run_1/drive_strength.png
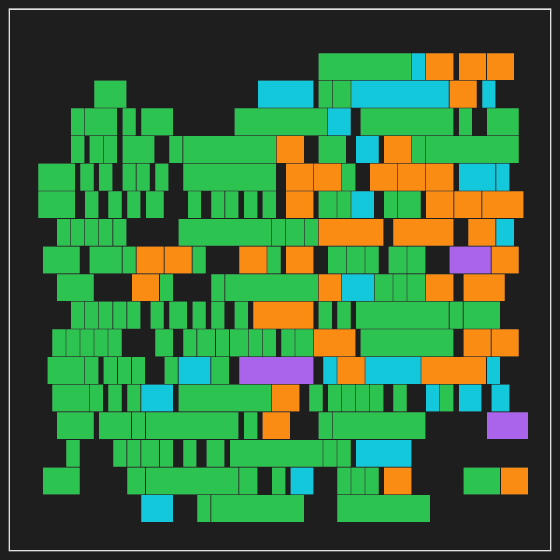
run_1/density.png
The bar under the picture is 20 um long. The die is cut into 11 by 11 equal tiles; dark blue is low, red is high, 0 to 100% covered.
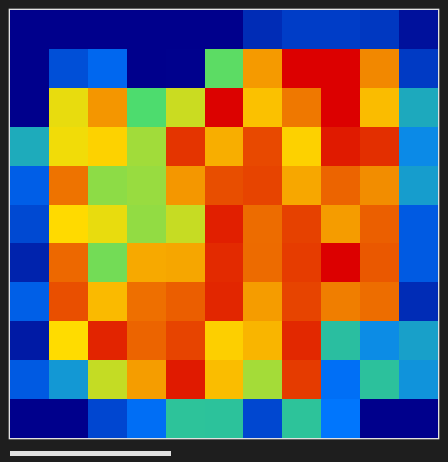
run_1/wire_density.png
The bar under the picture is 20 um long. The die is cut into 11 by 11 equal tiles; dark blue is low, red is high, scaled to the fullest tile. Values are wire area over tile area, all layers added.
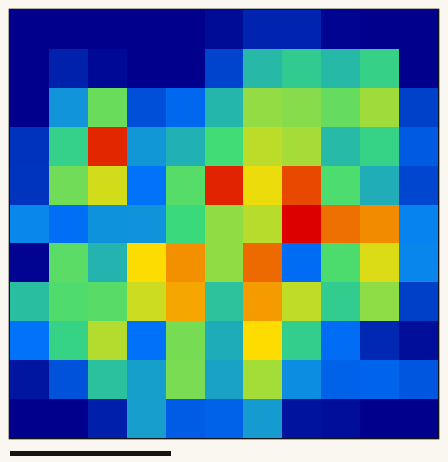
==> src/rtl/serial_frame_tx.sv <==
// Parallel-to-serial frame transmitter: start(0), DATA_W data bits, even parity, stop(1).
// Each bit is held CLKS_PER_BIT cycles; tx_out comes straight from a flop.
//
// state  | meaning
// IDLE   | line high, in_ready high, waiting for a word
// START  | line low for one bit time
// DATA   | shifting out DATA_W payload bits
// PARITY | even parity of the latched word
// STOP   | line high for one bit time, frame_done in its last cycle
module serial_frame_tx #(
  parameter int DATA_W       = 8,
  parameter int CLKS_PER_BIT = 4,
  parameter bit MSB_FIRST    = 1'b0
) (
  input  logic              clk,
  input  logic              reset,
  input  logic [DATA_W-1:0] in_data,
  input  logic              in_valid,
  output logic              in_ready,
  output logic              tx_out,
  output logic              tx_busy,
  output logic              frame_done
);

  localparam int CW = (CLKS_PER_BIT > 1) ? $clog2(CLKS_PER_BIT) : 1;
  localparam int BW = (DATA_W > 1) ? $clog2(DATA_W) : 1;
  localparam logic [CW-1:0] CYC_LAST = CW'(CLKS_PER_BIT - 1);
  localparam logic [BW-1:0] BIT_LAST = BW'(DATA_W - 1);

  typedef enum logic [2:0] {
    IDLE   = 3'd0,
    START  = 3'd1,
    DATA   = 3'd2,
    PARITY = 3'd3,
    STOP   = 3'd4
  } state_t;

  state_t            state_q, state_d;
  logic [CW-1:0]     cyc_q, cyc_d;
  logic [BW-1:0]     bit_q, bit_d;
  logic [DATA_W-1:0] sh_q, sh_d;
  logic              par_q, par_d;
  logic              tx_q, tx_d;
  logic              cyc_last;
  logic [DATA_W-1:0] sh_next;

  function automatic logic head(input logic [DATA_W-1:0] v);
    return MSB_FIRST ? v[DATA_W-1] : v[0];
  endfunction

  assign cyc_last = (cyc_q == CYC_LAST);
  assign sh_next  = MSB_FIRST ? (sh_q << 1) : (sh_q >> 1);

  always_ff @(posedge clk or negedge reset) begin
    if (!reset) begin
      state_q <= IDLE;
      cyc_q   <= '0;
      bit_q   <= '0;
      sh_q    <= '0;
      par_q   <= 1'b0;
      tx_q    <= 1'b1;
    end else begin
      state_q <= state_d;
      cyc_q   <= cyc_d;
      bit_q   <= bit_d;
      sh_q    <= sh_d;
      par_q   <= par_d;
      tx_q    <= tx_d;
    end
  end

  // tx_d is the line value for the cycle after the edge, so tx_q lines up with state_q.
  always_comb begin
    state_d    = state_q;
    cyc_d      = cyc_q;
    bit_d      = bit_q;
    sh_d       = sh_q;
    par_d      = par_q;
    tx_d       = tx_q;
    frame_done = 1'b0;
    case (state_q)
      IDLE: begin
        tx_d  = 1'b1;
        cyc_d = '0;
        bit_d = '0;
        if (in_valid) begin
          state_d = START;
          sh_d    = in_data;
          par_d   = ^in_data;
          tx_d    = 1'b0;
        end
      end
      START: begin
        if (cyc_last) begin
          cyc_d   = '0;
          bit_d   = '0;
          state_d = DATA;
          tx_d    = head(sh_q);
        end else begin
          cyc_d = cyc_q + 1'b1;
        end
      end
      DATA: begin
        if (cyc_last) begin
          cyc_d = '0;
          if (bit_q == BIT_LAST) begin
            state_d = PARITY;
            tx_d    = par_q;
          end else begin
            bit_d = bit_q + 1'b1;
            sh_d  = sh_next;
            tx_d  = head(sh_next);
          end
        end else begin
          cyc_d = cyc_q + 1'b1;
        end
      end
      PARITY: begin
        if (cyc_last) begin
          cyc_d   = '0;
          state_d = STOP;
          tx_d    = 1'b1;
        end else begin
          cyc_d = cyc_q + 1'b1;
        end
      end
      STOP: begin
        tx_d = 1'b1;
        if (cyc_last) begin
          frame_done = 1'b1;
          cyc_d      = '0;
          state_d    = IDLE;
        end else begin
          cyc_d = cyc_q + 1'b1;
        end
      end
      default: begin
        state_d = IDLE;
        cyc_d   = '0;
        bit_d   = '0;
        tx_d    = 1'b1;
      end
    endcase
  end

  assign in_ready = (state_q == IDLE);
  assign tx_busy  = (state_q != IDLE);
  assign tx_out   = tx_q;

endmodule

==> config.mk <==
export PLATFORM = sky130hd
export DESIGN_NAME = serial_frame_tx
export DESIGN_NICKNAME = d
export VERILOG_FILES = /design/src/rtl/serial_frame_tx.sv
export SDC_FILE = /design/constraint.sdc
export NUM_CORES = 1
export LEC_CHECK = 0
export ABC_AREA = 1
export CAP_MARGIN = 20
export CORE_MARGIN = 2
export CORE_UTILIZATION = 49
export CTS_BUF_LIST = sky130_fd_sc_hd__clkbuf_4 sky130_fd_sc_hd__clkbuf_8 sky130_fd_sc_hd__clkbuf_16
export CTS_CLUSTER_DIAMETER = 100
export CTS_CLUSTER_SIZE = 8
export DETAILED_ROUTE_END_ITERATION = 7
export GPL_ROUTABILITY_DRIVEN = 0
export PLACE_DENSITY = 0.82
export SLEW_MARGIN = 20
export SYNTH_ARGS = -nofsm -noshare
export SYNTH_HDL_FRONTEND = slang
export SYNTH_SLANG_ARGS = --single-unit
==> constraint.sdc <==
create_clock -name clk -period 1.6 [get_ports clk]
set_clock_uncertainty 0.15 [all_clocks]
set_input_delay 0.32 -clock clk [delete_from_list [all_inputs] [get_ports clk]]
set_output_delay 0.32 -clock clk [all_outputs]
set_load 0.01 [all_outputs]
==> reports/qor.yml, run 1 <==
status: "finished with violations"
failed_checks: "negative setup slack"
setup_viol: 1
place_inst: 228
hpwlAfterDp_um: 1920
setup_ws_ps: -3.67
warnings: 28
whs_ps: 186
yosys.cell_count.top_type: "nand2_1"
cts_tree: "built"
ys_area_um2: 1180
hold_class: "in2async"
synthXorXnorAreaFrac: 0.0444
fp.dieW_um: 53.2
grt_max_degree: 19
period_needed_ps: 1600
p_comb_uw: 1910
finalClockPeriodUsage: 1.00
globalRoute.totalOverflow: 0
tightest_slew_ps: 259
ant_nets: 0
critPathCapture: "frame_done"
About drive_strength.png:
color	size	cells	share
cyan	drive 2	22	11%
green	drive 1 or less	147	70%
orange	drive 3 to 4	37	18%
purple	drive 6 and up	3	1.4%
final setup margin: -3.67 ps
Non-CTS buffers: 41
area delta synth->final: 37.2%
Finished Cell Area: 1630 um^2

About density.png:
mean over tiles	56%
tiles over 75% full	47%
fullest tile	100%
nearly empty tiles	12%
emptiest ninth of the die	north-west
densest ninth of the die	center
Floorplan Utilization: 0.526
Final Util: 0.721
Core ar.: 2250 um^2

About wire_density.png:
mean over tiles	0.14
densest ninth of the die	center
fullest tile	0.39
tiles over half the peak	33%
nearly empty tiles	16%
emptiest ninth of the die	north-west
gr usage total: 0.206
wirelength, routed: 2470 um

==> run 2: changes to the inputs <==
- CAP_MARGIN: 20 -> 5
run_2/wire_density.png
The bar under the picture is 20 um long. The die is cut into 11 by 11 equal tiles; dark blue is low, red is high, scaled to the fullest tile. Values are wire area over tile area, all layers added.
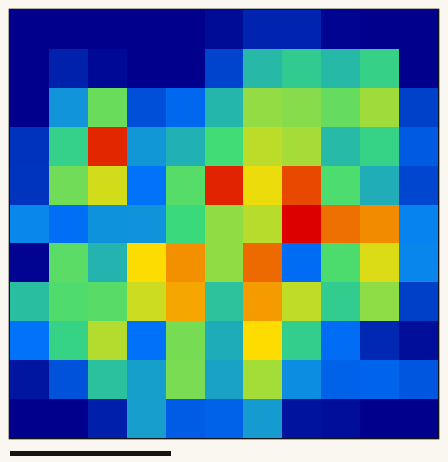
emptiest ninth of the die	north-west
tiles over half the peak	33%
nearly empty tiles	16%
fullest tile	0.39
mean over tiles	0.14
routed via count: 1,170
routed len/inst: 10.4 um

==> run 2 against run 1 <==
Against the previous run:
- the flow still finishes with violations (negative setup slack)
- clock power barely moved
- global-route usage is the same
- cell area unchanged
==> reports/qor.yml, run 2 <==
r2r-end: "sh_q[5]"
whs_ps: 186
cts_made_buffers: 3
warnings: 28
floorplanUtilization: 0.526
yosys.cell_count.top_type: "nand2_1"
grt_max_degree: 19
hpwlAfterDp_um: 1920
globalRoute.totalOverflow: 0
drt-total-wl_um: 2470
ys_cells: 168
fp.dieW_um: 53.2
final_cell_area_um2: 1630
maxPowerGroup: "combinational logic"
power_density_nw_per_um2: 1810
rows: 17
grt.total_usage: 0.206
synth_area_um2: 1180
area_delta_synth_final_pct: 37.2
place_inst: 228
synthCells: 168
p_comb_uw: 1910
cts_tree: "built"
period_needed_ps: 1600
final_util: 0.721
p_seq_frac: 0.266
ant_nets: 0
die_h_um: 53.2
status: "finished with violations"
finalClockPeriodUsage: 1.00
setup_ws_ps: -3.67
tightest_slew_ps: 259
critPathCapture: "frame_done"
root_buffer: "clkbuf_4"
n_all_buffers: 41
synthXorXnorAreaFrac: 0.0444
cts_resized: 18
synthSimpleGateAreaFrac: 0.321
failed_checks: "negative setup slack"
ys_sh_mux: 0
ys_area_um2: 1180
core_um2: 2250
cts_max_path_buffers: 2
setup_viol: 1
==> run 3: changes to the inputs <==
- CELL_PAD_IN_SITES_DETAIL_PLACEMENT: not set -> 1
- CELL_PAD_IN_SITES_GLOBAL_PLACEMENT: not set -> 2
- CORE_UTILIZATION: 49 -> 27
- PLACE_DENSITY: 0.82 -> 0.8
- SETUP_SLACK_MARGIN: not set -> 0.05
run_3/cell_classes.png
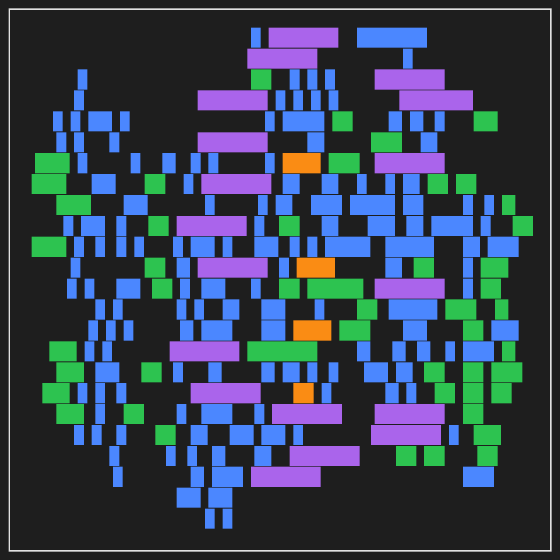
color	class	cells	share of their area
orange	clock drivers and dummy loads	4	2.7%
green	other buffers and delay cells	48	24%
blue	all other logic	146	48%
purple	flops	18	25%
Final Util: 0.432
Finished Cell Area: 1860 um^2

==> run 3 against run 2 <==
Against the previous run:
- the run still ends with negative setup slack left
- clock power up 39%
- worst setup slack got worse by 35 ps
- cell count increased by 13%
- sequential cell count unchanged
- sequential power rose by 0.9%
- global-route usage is 6.5 points lower
- sequential share of layout area fell by 3.4 points
- non-clock buffer count grew 7
- first-iteration DRC count unchanged
==> reports/qor.yml, run 3 <==
status: "finished with violations"
failed_checks: "negative setup slack"
globalRoute.totalOverflow: 0
grt_max_degree: 19
warnings: 28
wl_per_cell_um: 12.5
routed-via-count: 1210
n_all_buffers: 48
hold_class: "in2async"
grt.total_usage: 0.141
setup_viol: 9
ys_area_um2: 1180
cts_resized: 42
ys_sh_mux: 0
die_h_um: 70.2
period_needed_ps: 1640
synth_area_um2: 1180
cts_tree: "built"
cts_made_buffers: 3
finalClockPeriodUsage: 1.02
synthCells: 168
p_seq_frac: 0.225
rows: 24
core_um2: 4290
synthXorXnorAreaFrac: 0.0444
root_buffer: "clkbuf_8"
ant_nets: 0
power_density_nw_per_um2: 1890
place_inst: 255
setup_ws_ps: -39.0
critPathCapture: "tx_busy"
ys_cells: 168
r2r-end: "sh_q[3]"
maxPowerGroup: "combinational logic"
area_delta_synth_final_pct: 56.6
whs_ps: 249
yosys.cell_count.top_type: "nand2_1"
Power and IR drop assume default switching activity.
